==> src/rtl/platform_scheduler.sv <==
// Per-frame landing-ground scan and physics tick sequencer for the doodle datapath.
// Optional world scrolling is built only when PLATFORM_SCROLL_EN is defined.
module platform_scheduler #(
    parameter int NUM_PLATFORMS = 8,
    parameter int SCREEN_H      = 768,
    parameter int PLAT_W        = 100,
    parameter int DOODLE_H      = 80,
    parameter int SCROLL_LINE   = 300
) (
    input  logic                           clk,
    input  logic                           rst,
    input  logic [10:0]                    beam_x,
    input  logic [9:0]                     beam_y,
    input  logic                           start,
    input  logic [NUM_PLATFORMS-1:0][10:0] plat_x,
    input  logic [NUM_PLATFORMS-1:0][9:0]  plat_y,
    input  logic [10:0]                    doodle_x,
    input  logic [9:0]                     doodle_y,
    output logic [1:0][9:0]                ground,
    output logic                           frame_tick,
    output logic [1:0]                     game_state,
    output logic [9:0]                     scroll_dy,
    output logic                           scroll_valid
);

    localparam int IDX_W = (NUM_PLATFORMS > 1) ? $clog2(NUM_PLATFORMS) : 1;
    localparam logic [IDX_W-1:0] LAST_IDX = IDX_W'(NUM_PLATFORMS - 1);
    localparam logic [9:0] FLOOR_Y = 10'(SCREEN_H - 1);

    typedef enum logic [1:0] {
        ST_IDLE = 2'd0,
        ST_PLAY = 2'd1,
        ST_SCAN = 2'd2,
        ST_OVER = 2'd3
    } state_t;

    state_t           state_r, state_n;
    logic [IDX_W-1:0] idx_r, idx_n;
    logic             best_found_r, best_found_n;
    logic [9:0]       best_y_r, best_y_n;
    logic [9:0]       best_x_r, best_x_n;
    logic [1:0][9:0]  ground_r, ground_n;
    logic             tick_r, tick_n;

    logic        vb_s;
    logic [11:0] slot_x_s, slot_y_s, feet_s, dx_s;
    logic        cand_s, take_s, sel_found_s;
    logic [9:0]  sel_y_s, sel_x_s;

    assign vb_s     = (beam_y == 10'(SCREEN_H)) && (beam_x == 11'd0);
    // All geometry is compared in 12 bits so the sums below cannot wrap.
    assign slot_x_s = {1'b0, plat_x[idx_r]};
    assign slot_y_s = {2'b00, plat_y[idx_r]};
    assign feet_s   = {2'b00, doodle_y} + 12'(DOODLE_H);
    assign dx_s     = {1'b0, doodle_x};
    assign cand_s   = (slot_y_s < 12'(SCREEN_H)) && (slot_y_s >= feet_s) &&
                      (slot_x_s <= dx_s) && (dx_s <= slot_x_s + 12'(PLAT_W - 1));
    // Strict less-than keeps the lower index on equal heights.
    assign take_s      = cand_s && (!best_found_r || (plat_y[idx_r] < best_y_r));
    assign sel_found_s = best_found_r || cand_s;
    assign sel_y_s     = take_s ? plat_y[idx_r] : best_y_r;
    assign sel_x_s     = take_s ? plat_x[idx_r][9:0] : best_x_r;

    // Next-state, scan bookkeeping and ground/tick decisions.
    always_comb begin
        state_n      = state_r;
        idx_n        = idx_r;
        best_found_n = best_found_r;
        best_y_n     = best_y_r;
        best_x_n     = best_x_r;
        ground_n     = ground_r;
        tick_n       = 1'b0;
        case (state_r)
            ST_IDLE: begin
                ground_n[0] = FLOOR_Y;
                ground_n[1] = 10'd0;
                if (start) begin
                    state_n = ST_PLAY;
                end else begin
                    state_n = ST_IDLE;
                end
            end
            ST_PLAY: begin
                if (vb_s) begin
                    state_n      = ST_SCAN;
                    idx_n        = '0;
                    best_found_n = 1'b0;
                    best_y_n     = 10'd0;
                    best_x_n     = 10'd0;
                end else begin
                    state_n = ST_PLAY;
                end
            end
            ST_SCAN: begin
                best_found_n = sel_found_s;
                best_y_n     = sel_y_s;
                best_x_n     = sel_x_s;
                if (idx_r == LAST_IDX) begin
                    idx_n = '0;
                    if (sel_found_s) begin
                        ground_n[0] = sel_y_s;
                        ground_n[1] = sel_x_s;
                        tick_n      = 1'b1;
                        state_n     = ST_PLAY;
                    end else if (feet_s < 12'(SCREEN_H)) begin
                        ground_n[0] = 10'h3FF;
                        ground_n[1] = 10'd0;
                        tick_n      = 1'b1;
                        state_n     = ST_PLAY;
                    end else begin
                        state_n = ST_OVER;
                    end
                end else begin
                    idx_n = idx_r + IDX_W'(1);
                end
            end
            ST_OVER: begin
                if (start) begin
                    state_n     = ST_IDLE;
                    ground_n[0] = FLOOR_Y;
                    ground_n[1] = 10'd0;
                end else begin
                    state_n = ST_OVER;
                end
            end
            default: begin
                state_n = ST_IDLE;
            end
        endcase
    end

    // State and datapath registers.
    always_ff @(posedge clk) begin
        if (rst) begin
            state_r      <= ST_IDLE;
            idx_r        <= '0;
            best_found_r <= 1'b0;
            best_y_r     <= 10'd0;
            best_x_r     <= 10'd0;
            ground_r[0]  <= FLOOR_Y;
            ground_r[1]  <= 10'd0;
            tick_r       <= 1'b0;
        end else begin
            state_r      <= state_n;
            idx_r        <= idx_n;
            best_found_r <= best_found_n;
            best_y_r     <= best_y_n;
            best_x_r     <= best_x_n;
            ground_r     <= ground_n;
            tick_r       <= tick_n;
        end
    end

`ifdef PLATFORM_SCROLL_EN
    logic [9:0] scroll_dy_r;
    logic       scroll_valid_r;

    // Scroll amount is latched with each tick and held until the next one.
    always_ff @(posedge clk) begin
        if (rst) begin
            scroll_dy_r    <= 10'd0;
            scroll_valid_r <= 1'b0;
        end else begin
            scroll_valid_r <= 1'b0;
            if (tick_n) begin
                if (doodle_y < 10'(SCROLL_LINE)) begin
                    scroll_dy_r    <= 10'(SCROLL_LINE) - doodle_y;
                    scroll_valid_r <= 1'b1;
                end else begin
                    scroll_dy_r <= 10'd0;
                end
            end
        end
    end

    assign scroll_dy    = scroll_dy_r;
    assign scroll_valid = scroll_valid_r;
`else
    assign scroll_dy    = 10'd0;
    assign scroll_valid = 1'b0;
`endif

    assign ground     = ground_r;
    assign frame_tick = tick_r;
    assign game_state = state_r;

endmodule
==> config.mk <==
export PLATFORM = sky130hd
export DESIGN_NAME = platform_scheduler
export DESIGN_NICKNAME = d
export VERILOG_FILES = /design/src/rtl/platform_scheduler.sv
export SDC_FILE = /design/constraint.sdc
export NUM_CORES = 1
export LEC_CHECK = 0
export CORE_MARGIN = 4
export CORE_UTILIZATION = 40
export CTS_CLUSTER_SIZE = 30
export DETAILED_ROUTE_END_ITERATION = 12
export PLACE_DENSITY_LB_ADDON = 0.08
export SLEW_MARGIN = 0
export SYNTH_ARGS = -nofsm -noshare
export SYNTH_HDL_FRONTEND = slang
export SYNTH_SLANG_ARGS = --single-unit
==> constraint.sdc <==
create_clock -name clk -period 6.9 [get_ports clk]
set_clock_uncertainty 0.15 [all_clocks]
set_input_delay 1.035 -clock clk [delete_from_list [all_inputs] [get_ports clk]]
set_output_delay 1.035 -clock clk [all_outputs]
set_load 0.05 [all_outputs]
Figure 1. The metal 1 layer (run 1).
Scale bar: 20 um.
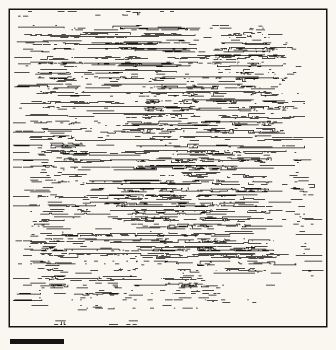
- longest straight run: 42.3 um
- share of all routed wire: 41%
- wire length on this layer: 6600 um
- main direction: horizontal
- nets with wire on the layer: 850
GR Util met1: 29.6%
final wirelength: 16000 um

Figure 2. Signal wires on met2 (run 1).
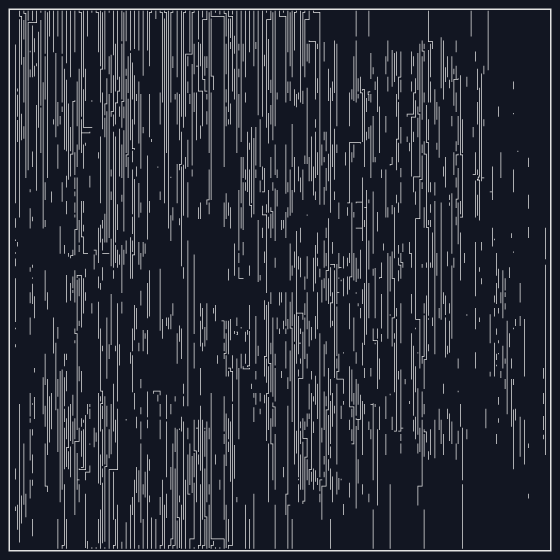
- nets with wire on the layer: 841
- share of all routed wire: 49%
- wire length on this layer: 7850 um

Figure 3. Met3 routing (run 1).
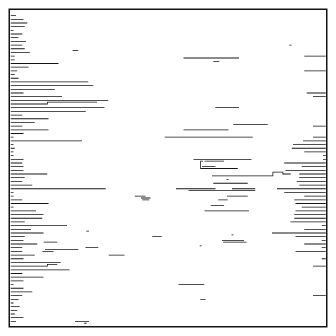
- share of all routed wire: 8.6%
- main direction: horizontal
- longest straight run: 35.6 um
- nets with wire on the layer: 155
total number of vias: 4734
M3 GR Usage: 5.23%

Figure 4. Routing congestion map (run 1).
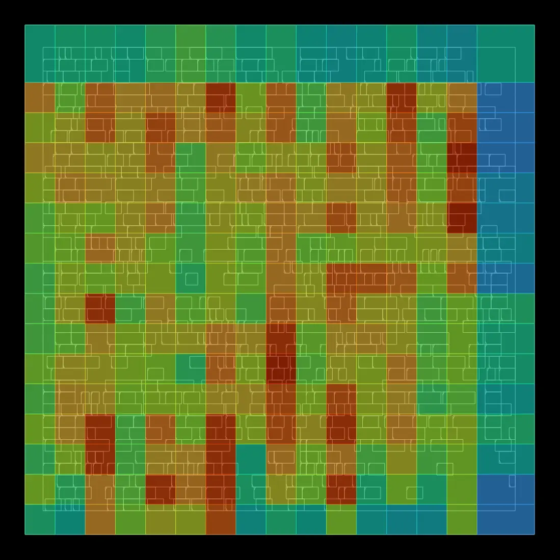
grt peak-use layer: met2
fin util: 63.2%
Avg WL per Cell: 19.2 um
GRT met2 Usage: 38.8%

run 1: layout make-up:
cell class / instances / area, um2 / area share [%]
clock inverters: 3 / 43.8 / 0.605
repair buffers: 240 / 2390 / 33.0
well taps: 143 / 179 / 2.47
multi-input cells: 342 / 3360 / 46.4
inverters: 54 / 203 / 2.80
flip-flops and latches: 47 / 945 / 13.0
clock buffers: 5 / 125 / 1.73
run 1: logic make-up after synthesis:
logic type / Yosys count / share of synthesized area, %
other: 1 / 0.0794
multiplexers: 63 / 25.3
flip-flops: 47 / 19.9
buffers and inverters: 91 / 9.78
adder cells (fa/ha/maj): 45 / 11.9
AND/OR/NAND/NOR: 97 / 11.6
AND-OR/OR-AND: 114 / 19.2
XOR/XNOR: 12 / 2.23
==> results.sh, run 1 <==
# source this file to load flow results
export IMPL_clock_latency_ns=0.29
export IMPL_seq_cell_power_mw=0.273
export IMPL_endpoint_kind="flip-flop"
export IMPL_via_per_inst=5.68
export IMPL_ff2ff_setup_slack_ns=1.27
export IMPL_cp_depth=16
export IMPL_whs_ns=0.324
export IMPL_reg2reg_from="idx_r[1]"
export IMPL_dpl_worst_slack_ns=0.750
export IMPL_die_h_um=117
export IMPL_timing_final_ws_setup_ns=1.04
export IMPL_cts_made_buffers=5
export IMPL_cp_max_fo=18
export IMPL_yosys_top_cells_area="mux4_2 (21%), dfxtp_1 (20%), ha_1 (12%)"
export IMPL_yosys_cells=470
export IMPL_grt_max_degree=33
export IMPL_fin_nets=948
export IMPL_antenna_found_initial=0
export IMPL_post_cts_setup_buffers=0
export IMPL_pin_count=247
export IMPL_yosys_top_cells_count="inv_1 (54), dfxtp_1 (47), ha_1 (45), mux4_2 (43), a21oi_1 (24)"
export IMPL_grt_pass1_wl_um=24400
export IMPL_finalHoldViolations=0
export IMPL_instances_no_fill=834
export IMPL_ir_drop_mv=0.119
export IMPL_layout_top_cells="clkdlybuf4s50_1 (235), inv_1 (54), ha_1 (45)"
export IMPL_cp_endpoint="best_x_r[7]"
export IMPL_slowest_delay_ns=0.65
export IMPL_syn_to_final_growth_pct=53.4
export IMPL_crit_family="AND-OR/OR-AND gates"
export IMPL_ys_ff=47
export IMPL_flop_cell="dfxtp_1"
export IMPL_ant_nets=0
export IMPL_p_leak_nw=2.79
export IMPL_p_int_mw=0.613
export IMPL_gp_congestion=0.883
export IMPL_fin_crit_ns=5.86
export IMPL_postCtsHoldBufs=0
export IMPL_cts_sinks=47
export IMPL_power_share_sequential_pct=32.9
export IMPL_row_count=39
export IMPL_setup_viol_count_final=0
export IMPL_holdPathEnd="best_x_r[0]"
export IMPL_largest_reg_flops=20
export IMPL_ys_chip_area_um2=4720
export IMPL_reg2regPathDepth=15
export IMPL_placed_area_um2=7070
export IMPL_most_common_cell="inv_1"
export IMPL_top_layer="met4"
export IMPL_startpoint="plat_x[78]"
export IMPL_dp_cells=826
export IMPL_drtIter0Drc=258
export IMPL_cts_max_path_buffers=2
export IMPL_finalSetupTns_ns=0
export IMPL_met3RoutedLength_um=1390
export IMPL_finalPower_mw=0.831
export IMPL_tool_warnings=27
export IMPL_antenna_cells=0
export IMPL_root_buffer="clkbuf_16"
export IMPL_grt_ovfl_total=0
export IMPL_power_density_nw_per_um2=115
export IMPL_syn_inst=470
export IMPL_sw_frac_of_total_pct=26.1
export IMPL_max_freq_ghz=0.171
export IMPL_yosysTopAreaCell="mux4_2"
export IMPL_drt_met1_wl_um=6600
export IMPL_crit_reg2reg_capture="best_x_r[7]"
export IMPL_min_delay_start="best_x_r[0]"
export IMPL_drc_errors=0
export IMPL_drive_gt1_share_pct=11.6
export IMPL_status="complete, no violations"
export IMPL_yosysSeqAreaShare_pct=19.9
export IMPL_clockPowerShare_pct=33.2
export IMPL_cts_resized=0
export IMPL_cp_num_buf_inv=1
export IMPL_synth_top_area_share_pct=20.5
export IMPL_initCoreUtil_pct=41.2
export IMPL_track_usage_pct=22.6
export IMPL_avgSynthCellArea_um2=10.0
export IMPL_power_top_group="combinational cells"
export IMPL_pg_comb_mw=0.282
export IMPL_grt_pass1_vias=4856
export IMPL_crit_required_ns=6.98
export IMPL_dp_hpwl_um=13900
export IMPL_portBuffers=235
export IMPL_clk_power_mw=0.276
export IMPL_drtPass1Iterations=6
export IMPL_netSwitchingPower_mw=0.217
export IMPL_worstPathArrival_ns=5.93
export IMPL_yosysUniqueCellTypes=69
export IMPL_path_class="in2reg"
export IMPL_die_area_um2=13600
export IMPL_hp_class="reg2reg"
export IMPL_fill_cells=990
export IMPL_yosys_warnings=0
export IMPL_routed_wl_met2_um=7850
export IMPL_synth_edff_count=0
export IMPL_layout_top_cell="clkdlybuf4s50_1"
export IMPL_slew_viol_final=0
export IMPL_htree_levels=2
export IMPL_core_area_um2=11500
export IMPL_syn_area_um2=4720
export IMPL_crit_slowest_cell="nor3_4"
export IMPL_die_w_um=117
export IMPL_worst_pin_slew_ns=0.750
export IMPL_synthArstFlopShare_pct=0
export IMPL_cts_tree="yes"
export IMPL_maxCapViolCount=0
export IMPL_combinationalPowerShare_pct=33.9
export IMPL_stdcell_area_um2=7240
export IMPL_cp_start_kind="primary input"
export IMPL_hold_depth=1
export IMPL_fin_crit_sh_pct=84.9
export IMPL_path_cells="clkdlybuf4s50_1 > mux4_2 > mux2i_1 > ha_1 > nor2_1 > a21oi_1 > a21oi_1 > xnor2_1 > ha_1 > a21o_1 > a211o_1 > o31ai_1 > o221a_4 > nand3_2 > nor3_4 > a22o_1"
export IMPL_path_clk_slew_ns=0.06
export IMPL_maxSlewHeadroom_pct=50.0
export IMPL_rsz0062_at_grt="no"
==> run 2, diff against run 1 <==
clock period = 5.78 ns   (was 6.9 ns; I/O delays follow)
Figure 5. Met3 routing (run 2).
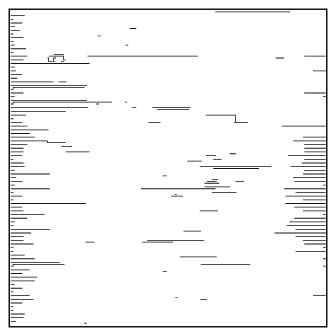
- nets with wire on the layer: 158
- longest straight run: 40.5 um
- share of all routed wire: 8.0%
- main direction: horizontal

==> run 2 against run 1 <==
Critical path depth did not move. Cell count rose by 0.96%. Highest routed layer unchanged. Die area did not move. Power rose by 25%. Count of clock-buffer cells in the layout rose by 1. Sequential share of layout area fell by 0.14 points. Synthesized cell count did not move.
==> results.sh, run 2 <==
# source this file to load flow results
export IMPL_maxSlewHeadroom_pct=50.3
export IMPL_drt_total_wl_um=16600
export IMPL_max_freq_ghz=0.181
export IMPL_ant_nets=0
export IMPL_drtIter0Drc=292
export IMPL_gp_congestion=1.00
export IMPL_finalSetupTns_ns=0
export IMPL_p_int_mw=0.779
export IMPL_fin_nets=956
export IMPL_rsz0062_at_grt="no"
export IMPL_core_area_um2=11500
export IMPL_reg2regPathDepth=16
export IMPL_endpoint_kind="flip-flop"
export IMPL_use_met2_pct=39.8
export IMPL_yosys_cells=470
export IMPL_syn_inst=470
export IMPL_most_common_cell="inv_1"
export IMPL_cts_max_path_buffers=2
export IMPL_clock_area_share_pct=2.58
export IMPL_dp_cells=834
export IMPL_post_cts_setup_buffers=0
export IMPL_ff2ff_setup_slack_ns=0.41
export IMPL_power_density_nw_per_um2=142
export IMPL_path_cells="clkdlybuf4s50_1 > mux4_2 > mux2i_1 > ha_1 > nor2_1 > a21oi_1 > a21oi_1 > xnor2_1 > ha_1 > a21o_1 > a211o_1 > o31ai_1 > o221a_4 > nand2_2 > o2111a_1 > a221o_1"
export IMPL_via_per_inst=5.67
export IMPL_timing_final_ws_setup_ns=0.256
export IMPL_power_share_sequential_pct=31.3
export IMPL_root_buffer="clkbuf_16"
export IMPL_seq_cell_power_mw=0.326
export IMPL_seq_cells=47
export IMPL_nNonClkBuffers=248
export IMPL_cts_resized=0
export IMPL_htree_levels=2
export IMPL_netSwitchingPower_mw=0.262
export IMPL_comb_area_share_pct=45.8
export IMPL_slew_viol_final=0
export IMPL_top_layer="met4"
export IMPL_setup_viol_count_final=0
export IMPL_use_met3_pct=5.23
export IMPL_path_clk_slew_ns=0.07
export IMPL_yosysUniqueCellTypes=69
export IMPL_n_clock_buffer=6
export IMPL_ir_drop_mv=0.178
export IMPL_cts_tree="yes"
export IMPL_worst_pin_slew_ns=0.745
export IMPL_placed_area_um2=7130
export IMPL_avgSynthCellArea_um2=10.0
export IMPL_antenna_found_initial=0
export IMPL_drtPass1Iterations=7
export IMPL_yosys_warnings=0
export IMPL_cp_start_kind="primary input"
export IMPL_layout_top_cell="clkdlybuf4s50_1"
export IMPL_drc_errors=0
export IMPL_startpoint="plat_x[12]"
export IMPL_worstPathArrival_ns=5.54
export IMPL_largest_class="combinational gates"
export IMPL_reg2reg_from="idx_r[0]"
export IMPL_largest_reg_flops=20
export IMPL_stdcell_area_um2=7320
export IMPL_holdPathEnd="best_x_r[0]"
export IMPL_antenna_cells=0
export IMPL_finalHoldViolations=0
export IMPL_layout_top_cells="clkdlybuf4s50_1 (235), inv_1 (54), ha_1 (45)"
export IMPL_grt_ovfl_total=0
export IMPL_seq_share_pct=12.9
export IMPL_cts_made_buffers=5
export IMPL_synth_top_area_share_pct=20.5
export IMPL_synthArstFlopShare_pct=0
export IMPL_cts_sinks=47
export IMPL_instances_no_fill=842
export IMPL_sw_frac_of_total_pct=25.1
export IMPL_crit_required_ns=5.80
export IMPL_yosys_top_cells_count="inv_1 (54), dfxtp_1 (47), ha_1 (45), mux4_2 (43), a21oi_1 (24)"
export IMPL_routed_wl_met2_um=8120
export IMPL_clock_latency_ns=0.28
export IMPL_min_delay_start="best_x_r[0]"
export IMPL_clockPowerShare_pct=35.7
export IMPL_syn_to_final_growth_pct=55.1
export IMPL_register_area_um2=945
export IMPL_pin_count=247
export IMPL_status="complete, no violations"
export IMPL_die_area_um2=13600
export IMPL_met3RoutedLength_um=1320
export IMPL_maxCapViolCount=0
export IMPL_logic_area_um2=3360
export IMPL_postCtsHoldBufs=0
export IMPL_combinationalPowerShare_pct=33.0
export IMPL_slowest_delay_ns=0.50
export IMPL_syn_area_um2=4720
export IMPL_row_count=39
export IMPL_cp_endpoint="ground[17]"
export IMPL_initCoreUtil_pct=41.2
export IMPL_dpl_worst_slack_ns=-0.103
export IMPL_crit_slowest_cell="o2111a_1"
export IMPL_logic_gate_count=342
export IMPL_finalPower_mw=1.04
export IMPL_clk_power_mw=0.372
export IMPL_portBuffers=235
export IMPL_drive_gt1_share_pct=12.4
export IMPL_fin_crit_sh_pct=95.6
export IMPL_grt_pass1_wl_um=24900
export IMPL_drt_met1_wl_um=6840
export IMPL_tap_cells=143
export IMPL_yosys_top_cells_area="mux4_2 (21%), dfxtp_1 (20%), ha_1 (12%)"
export IMPL_n_all_inverters=54
export IMPL_crit_reg2reg_capture="ground[17]"
export IMPL_hp_class="reg2reg"
export IMPL_die_w_um=117
export IMPL_fin_crit_ns=5.52
export IMPL_tool_warnings=27
Figure 6. Routing congestion map (run 2).
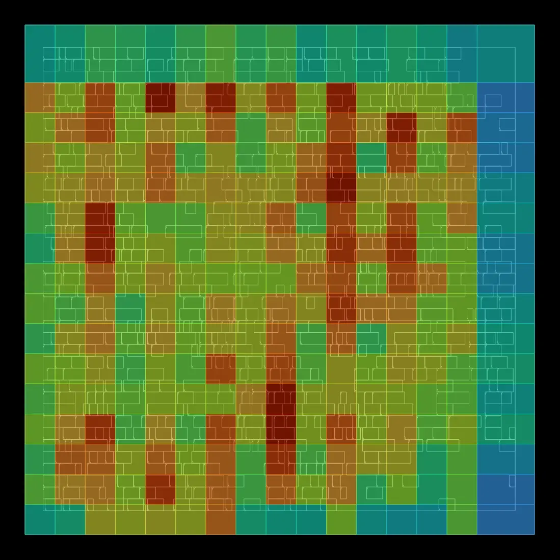
GR Util met1: 30.2%
Avg WL per Cell: 19.7 um
fin util: 63.9%
total track usage: 23.3%

## run 2: netlist changes by cell type in the layout (fill, tap and decap cells not counted)
cell	before	now
buf_4	5	13
o311ai_0	1	0
o311ai_1	0	1
bufinv_16	1	2
clkinv_2	1	0
clkbuf_1	0	1
clkinv_4	1	0
## run 2: kinds of logic after synthesis
family,count (synthesis),synth area share (%)
compound gates,114,19.2
xor+xnor,12,2.23
fa+ha+maj,45,11.9
buf+inv,91,9.78
flops,47,19.9
mux,63,25.3
other cells,1,0.0794
simple gates,97,11.6
## run 2: critical path, delay by kind of cell
| family | cells | cell delay (ns) |
|---|---|---|
| simple gates | 2 | 0.17 |
| mux | 2 | 0.82 |
| xor+xnor | 1 | 0.17 |
| fa+ha+maj | 2 | 0.56 |
| buf+inv | 1 | 0.44 |
| compound gates | 8 | 2.52 |
==> run 3, diff against run 2 <==
SLEW_MARGIN = 20   (was 0)
Figure 7. The metal 1 layer (run 3).
Scale bar: 20 um.
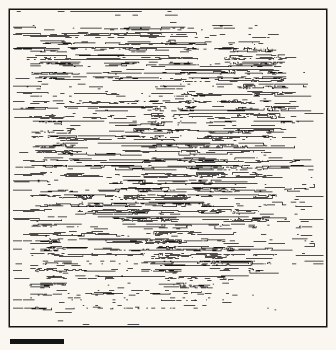
- wire length on this layer: 6840 um
- nets with wire on the layer: 853
- share of all routed wire: 41%
- main direction: horizontal
- longest straight run: 55.7 um

==> run 3 against run 2 <==
Area after synthesis unchanged. Synthesized cell count unchanged. Routed wire length unchanged. Cell count unchanged. Sequential power about the same. Critical path type unchanged. Critical endpoint unchanged. Highest routed layer unchanged.
==> results.sh, run 3 <==
# source this file to load flow results
export IMPL_netSwitchingPower_mw=0.262
export IMPL_cts_made_buffers=5
export IMPL_syn_to_final_growth_pct=55.1
export IMPL_via_per_inst=5.67
export IMPL_dp_cells=834
export IMPL_routed_wl_met2_um=8120
export IMPL_cp_endpoint="ground[17]"
export IMPL_power_top_group="the clock network"
export IMPL_die_w_um=117
export IMPL_maxSlewHeadroom_pct=50.3
export IMPL_timing_final_ws_setup_ns=0.256
export IMPL_synth_top_area_share_pct=20.5
export IMPL_fin_crit_ns=5.52
export IMPL_slowest_delay_ns=0.50
export IMPL_rsz0062_at_grt="no"
export IMPL_drtPass1Iterations=7
export IMPL_status="complete, no violations"
export IMPL_slew_viol_final=0
export IMPL_crit_required_ns=5.80
export IMPL_p_int_mw=0.779
export IMPL_power_share_sequential_pct=31.3
export IMPL_grt_max_degree=26
export IMPL_most_common_cell="inv_1"
export IMPL_synthArstFlopShare_pct=0
export IMPL_crit_reg2reg_capture="ground[17]"
export IMPL_endpoint_kind="flip-flop"
export IMPL_busiest_layer="met2"
export IMPL_ant_nets=0
export IMPL_track_usage_pct=23.3
export IMPL_reg2regPathDepth=16
export IMPL_largest_reg_flops=20
export IMPL_maxCapViolCount=0
export IMPL_ys_chip_area_um2=4720
export IMPL_clk_power_mw=0.372
export IMPL_gp_congestion=1.00
export IMPL_cts_max_path_buffers=2
export IMPL_setup_viol_count_final=0
export IMPL_worst_pin_slew_ns=0.745
export IMPL_fin_crit_sh_pct=95.6
export IMPL_path_cells="clkdlybuf4s50_1 > mux4_2 > mux2i_1 > ha_1 > nor2_1 > a21oi_1 > a21oi_1 > xnor2_1 > ha_1 > a21o_1 > a211o_1 > o31ai_1 > o221a_4 > nand2_2 > o2111a_1 > a221o_1"
export IMPL_whs_ns=0.326
export IMPL_yosys_top_cells_area="mux4_2 (21%), dfxtp_1 (20%), ha_1 (12%)"
export IMPL_min_delay_start="best_x_r[0]"
export IMPL_hp_class="reg2reg"
export IMPL_p_leak_nw=2.84
export IMPL_ys_ff=47
export IMPL_power_density_nw_per_um2=142
export IMPL_worstPathArrival_ns=5.54
export IMPL_yosys_top_cells_count="inv_1 (54), dfxtp_1 (47), ha_1 (45), mux4_2 (43), a21oi_1 (24)"
export IMPL_htree_levels=2
export IMPL_drtIter0Drc=292
export IMPL_layout_top_cell="clkdlybuf4s50_1"
export IMPL_cp_max_fo=19
export IMPL_startpoint="plat_x[12]"
export IMPL_drt_total_wl_um=16600
export IMPL_placed_area_um2=7130
export IMPL_instances_no_fill=842
export IMPL_holdPathEnd="best_x_r[0]"
export IMPL_synth_edff_count=0
export IMPL_drive_gt1_share_pct=12.4
export IMPL_layout_top_cells="clkdlybuf4s50_1 (235), inv_1 (54), ha_1 (45)"
export IMPL_cp_num_buf_inv=1
export IMPL_portBuffers=235
export IMPL_finalPower_mw=1.04
export IMPL_yosysUniqueCellTypes=69
export IMPL_stdcell_area_um2=7320
export IMPL_core_area_um2=11500
export IMPL_antenna_cells=0
export IMPL_avgSynthCellArea_um2=10.0
export IMPL_top_layer="met4"
export IMPL_dpl_worst_slack_ns=-0.103
export IMPL_pin_count=247
export IMPL_root_buffer="clkbuf_16"
export IMPL_wl_per_cell_um=19.7
export IMPL_grt_pass1_vias=5013
export IMPL_initCoreUtil_pct=41.2
export IMPL_drt_met1_wl_um=6840
export IMPL_die_h_um=117
export IMPL_hold_depth=1
export IMPL_yosysSeqAreaShare_pct=19.9
export IMPL_reg2reg_from="idx_r[0]"
export IMPL_combinationalPowerShare_pct=33.0
export IMPL_seq_cell_power_mw=0.326
export IMPL_syn_area_um2=4720
export IMPL_flop_cell="dfxtp_1"
export IMPL_dp_hpwl_um=14200
export IMPL_path_clk_slew_ns=0.07
export IMPL_grt_ovfl_total=0
export IMPL_crit_slowest_cell="o2111a_1"
export IMPL_antenna_found_initial=0
export IMPL_grt_pass1_wl_um=24900
export IMPL_pg_comb_mw=0.343
export IMPL_use_met3_pct=5.23
export IMPL_finalSetupTns_ns=0
export IMPL_cp_start_kind="primary input"
export IMPL_cts_tree="yes"
export IMPL_grtUsageMet1_pct=30.2
export IMPL_fin_nets=956
export IMPL_postLayoutCoreUtil_pct=63.9
export IMPL_finalHoldViolations=0
export IMPL_cp_depth=16
export IMPL_die_area_um2=13600
export IMPL_crit_family="AND-OR/OR-AND gates"
export IMPL_yosys_cells=470
export IMPL_max_freq_ghz=0.181
export IMPL_drc_errors=0
export IMPL_row_count=39
export IMPL_cts_sinks=47
export IMPL_vias=4772
export IMPL_path_class="in2reg"
export IMPL_syn_inst=470
export IMPL_met3RoutedLength_um=1320
export IMPL_clock_latency_ns=0.28
export IMPL_tool_warnings=27
export IMPL_yosysTopAreaCell="mux4_2"
export IMPL_ff2ff_setup_slack_ns=0.41
export IMPL_sw_frac_of_total_pct=25.1
export IMPL_clockPowerShare_pct=35.7
export IMPL_yosys_warnings=0
export IMPL_ir_drop_mv=0.178
Figure 8. Routing congestion map (run 3).
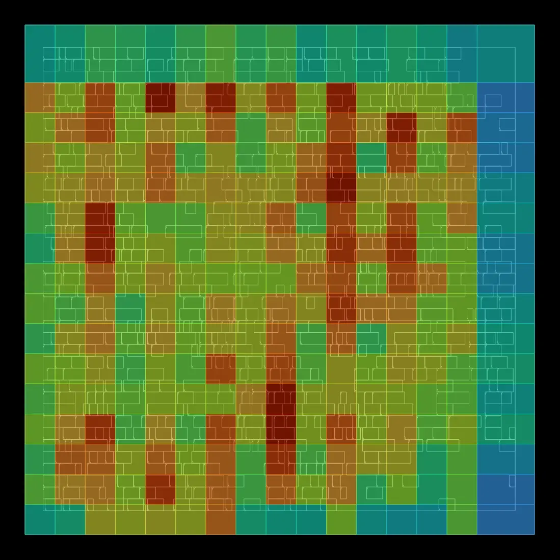
GRT met2 Usage: 39.8%

-- run 3: cell counts in the layout (fill, tap and decap cells not counted) --
No cell type changed its count.
-- run 3: logic make-up after synthesis --
group | share of synthesized area (%)
compound gates | 19.2
simple gates | 11.6
buf+inv | 9.78
mux | 25.3
flops | 19.9
fa+ha+maj | 11.9
xor+xnor | 2.23
other cells | 0.0794
-- run 3: timing repair --
action / CTS / global route
buffers inserted: 0 / 0
hold buffers: 0 / 0
resized: 0 / 1
endpoints found under the setup margin: 0 / 2
-- run 3: final cells by class --
class	instances	area (um2)
clock inverter	2	60.1
fill	971	4150
inverter	54	203
sequential	47	945
timing repair buffer	248	2450
clock buffer	6	129
tap	143	179
multi-input combinational	342	3360
Power is estimated from default activity; no workload was simulated.
